==> config.mk <==
export PLATFORM = sky130hd
export DESIGN_NAME = oser_sync
export DESIGN_NICKNAME = d
export VERILOG_FILES = /design/src/rtl/gw_serdes_pkg.sv /design/src/rtl/oser_bitcnt.sv /design/src/rtl/oser_sync.sv
export SDC_FILE = /design/constraint.sdc
export NUM_CORES = 1
export LEC_CHECK = 0
export ABC_AREA = 0
export CAP_MARGIN = 20
export CORE_AREA = 2 2 39 41
export CTS_CLUSTER_SIZE = 30
export DETAILED_ROUTE_END_ITERATION = 10
export DIE_AREA = 0 0 41 43
export PLACE_DENSITY_LB_ADDON = 0.08
export SYNTH_ARGS = -nofsm -noshare
export SYNTH_HDL_FRONTEND = slang
export SYNTH_SLANG_ARGS = --single-unit
==> constraint.sdc <==
create_clock -name CLK -period 3.7 [get_ports CLK]
set_input_delay 0.74 -clock CLK [delete_from_list [all_inputs] [get_ports CLK]]
set_output_delay 0.74 -clock CLK [all_outputs]
set_load 0.02 [all_outputs]
### Pin placement, run 1

Scale: 8 px per micron. Pins as bars across the die edge, other pins in grey.
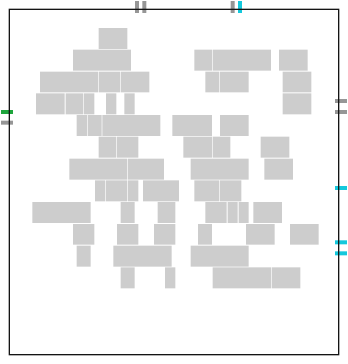
Key: D = cyan [pins 4, direction input, edge 3 right, 1 top]; READY = green [pins 1, direction output, edge left]
All pins by edge: 5 right, 4 top, 2 left.
port bufs: 10
DIE HEIGHT: 43 microns
die width: 41 microns

### Clock wires, drivers and flops, run 1

Scale: 12 px per micron.
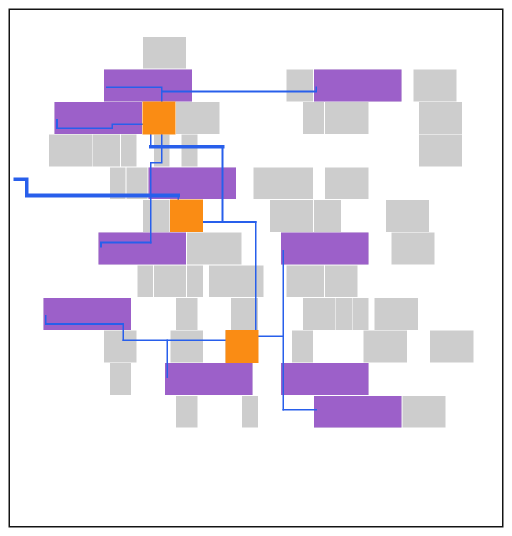
Key: flip-flops = purple [count 10]; clock wires = blue [length 135 microns]; clock drivers = orange [count 3]
There are 4 routed clock nets.
clk_lat worst skew: 0.26 ns
Clk pwr share: 29.7%
Worst Skew: 0.000145 ns
Clock group: 0.0727 mW

### Logic cells by family, run 1

Scale: 8 px per micron.
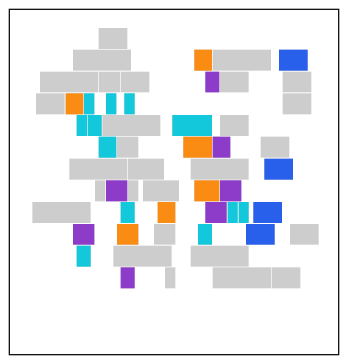
Key: NOR gates = cyan [cells 12, most used nor2_1]; multiplexers = blue [cells 4, most used mux2i_1, where middle right]; AND and OR gates = orange [cells 6, most used or3_1]; inverting AOI/OAI gates = purple [cells 7, most used a211oi_1]
logic share of the area: 38.2%
fin cells: 73

==> impl_metrics.csv, run 1 <==
group,metric,value,unit
layout,fin_nets,68,
setup_path,path_buffers,2,
global_route,overflow,0,
setup_path,crit_chain,"clkdlybuf4s50_1 -> nor2_1 -> clkdlybuf4s50_1",
layout,clkCellAreaFrac,3.93,%
clock_network,cts_setup_buffers,0,
global_route,busiest_layer,"met2",
detailed_routing,drt_iter0_drc,4,
setup_path,r2r_cells,6,
layout,sh_seq_area,34.9,%
power,power_density,427,mW/mm^2
synthesis,ys_cells,47,
layout,final_cell_area,573,sq um
timing,hold-worst-slack,0.476,ns
layout,fin_util,41.4,%
timing,slew_viol_final,0,
synthesis,synthMuxAreaShare,8.89,%
detailed_routing,met1Wirelength,394,microns
clock_network,htree_num_levels,1,
synthesis,ys_seq_share,44.4,%
timing,slew_headroom,69.2,%
layout,lay_top_cells,"dfxtp_1 (10), clkdlybuf4s50_1 (10), nor2_1 (6)",
run_status,status,"completed",
layout,bufAreaShareNonClock,17.5,%
clock_network,cts_resized,0,
layout,ff_latch_area,200,sq um
die,row_count,14,
global_route,grt_util_met3,4.71,%
global_route,first_global_vias,351,
layout,logic_area,219,sq um
layout,largestClassByArea,"logic gates",
flow_run,maxCapViolations,0,
clock_network,clk_path_buf_depth,2,
place,post_dp_cell_area,551,sq um
synthesis,synthCells,47,
power,p_total,0.245,mW
layout,n_antenna_cell,0,
synthesis,synth_cell_types,20,
detailed_routing,wl_met3,59,microns
detailed_routing,wl_per_cell,11.4,microns
die,coreArea,0.00138,sq mm
setup_path,critPathArrivalTime,2.16,ns
synthesis,ys.flops,10,
synthesis,async_reset_ff_share,0,%
==> inputs of run 2 (changes only) <==
==> constraint.sdc (replaced) <==
create_clock -name CLK -period 2.35 [get_ports CLK]
set_input_delay 0.47 -clock CLK [delete_from_list [all_inputs] [get_ports CLK]]
set_output_delay 0.47 -clock CLK [all_outputs]
set_load 0.02 [all_outputs]
### Metal layers overlaid, run 2

Scale: 6 px per micron. Only two layers are drawn.
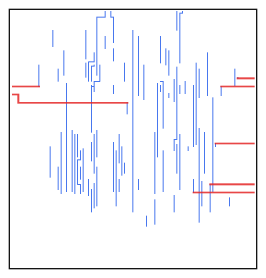
Key: metal 2 = blue [wire length 456 microns]; metal 3 = red [wire length 56.5 microns]
Wirelength per Cell: 12.0 microns
DRT Wirelength: 902 microns
gr usage total: 13.2%
DR vias: 366

==> run 2 against run 1 <==
  * Via count grew 1.1%
  * Largest cell class unchanged
  * Critical endpoint unchanged
  * Count of clock-buffer cells in the layout is the same
  * Critical path type is now reg2out
  * Synthesized area is the same
  * Cell area grew 3.1%
  * Final cell count grew 2.7%
  * Power grew 58%
  * Wire length grew 8.3%
  * Clock power grew 54%
  * Utilization grew 1.3 points
  * Critical path depth grew 3
==> impl_metrics.csv, run 2 <==
group,metric,value,unit
run_status,status,"completed",
layout,fin_nets,70,
setup_path,r2r_cells,7,
hold_path,hold_path.class,"reg2reg",
flow_run,maxCapViolations,0,
synthesis,ys.flops,10,
timing,hold-worst-slack,0.485,ns
timing,fin_worst_skew,0.00398,ns
hold_path,holdPathStages,1,
synthesis,synth.comb.largest_family,"simple AND/OR/NAND/NOR gates",
layout,fin_util,42.7,%
timing,final.setup.worst_slack,0.396,ns
layout,comb_cells,31,
synthesis,synth_area,450,sq um
setup_path,crit_chain,"inv_1 -> ha_1 -> ha_1 -> nor2b_4 -> nor2_1 -> dlymetal6s2s_1",
layout,comb_area_share,37.1,%
synthesis,syn_nets,56,
power,p_leak,0.252,nW
power,p_total,0.388,mW
power,pg_clk,0.112,mW
setup_path,path_buffers,2,
power,clockPowerShare,28.8,%
clock_network,clk_path_buf_depth,2,
synthesis,synth_cell_types,20,
timing,setup_violations,0,
setup_path,critPathMaxStageDelay,0.35,ns
setup_path,crit_top_cell,"ha_1",
setup_path,critPathArrivalTime,1.48,ns
layout,ff_latch_area,200,sq um
power,power_density,657,mW/mm^2
flow_run,warnings,26,
detailed_routing,highest_layer,"met3",
synthesis,ys_seq_share,44.4,%
synthesis,ys_cells,47,
timing,fin_crit_sh,83.2,%
power,comb-power,0.0835,mW
place,place.gp.congestion,0.664,
layout,final_cells,75,
synthesis,yosys_area,450,sq um
layout,sh_seq_area,33.9,%
clock_network,htree_num_levels,1,
global_route,overflow,0,
layout,lay_top_cells,"dfxtp_1 (10), clkdlybuf4s50_1 (9), nor2_1 (6)",
power,p_sw,0.100,mW
timing,slew_viol_final,0,
layout,num-nonclk-inverters,3,
detailed_routing,drc_errors,0,
power,p_int,0.287,mW
global_route,antenna_found_initial,0,
clock_network,cts_resized,0,
synthesis,synthCells,47,
clock_network,clk_latency,0.26,ns
detailed_routing,drt_iter0_drc,2,
detailed_routing,met1Wirelength,390,microns
synthesis,synthMuxAreaShare,8.89,%
timing,slew_headroom,68.8,%
layout,bufAreaShareNonClock,19.9,%
clock_network,clk_root_buffer_cell,"clkbuf_4",
global_route,first_global_vias,369,
setup_path,path_class,"reg2out",
layout,clkCellAreaFrac,3.81,%
die,die_h,43,microns
global_route,met1_usage,15.5,%
layout,area_growth_syn_to_layout,31.1,%
die,fp.dieW,41,microns
die,coreArea,0.00138,sq mm
layout,logic_area,219,sq um
layout,final_cell_area,591,sq um
detailed_routing,firstDrtPassIters,3,
clock_network,cts_setup_buffers,0,
timing,worstMarginPinSlew,0.466,ns
place,dp_cells,72,
place,post_dp_cell_area,566,sq um
layout,largestClassByArea,"logic gates",
global_route,grt_pass1_wl,1.52,mm
synthesis,async_reset_ff_share,0,%
layout,n_antenna_cell,0,
global_route,grt_util_met3,3.14,%
die,row_count,14,
detailed_routing,wl_met3,56,microns
place,port_buffers,10,
global_route,busiest_layer,"met2",
Power is estimated from default activity; no workload was simulated.
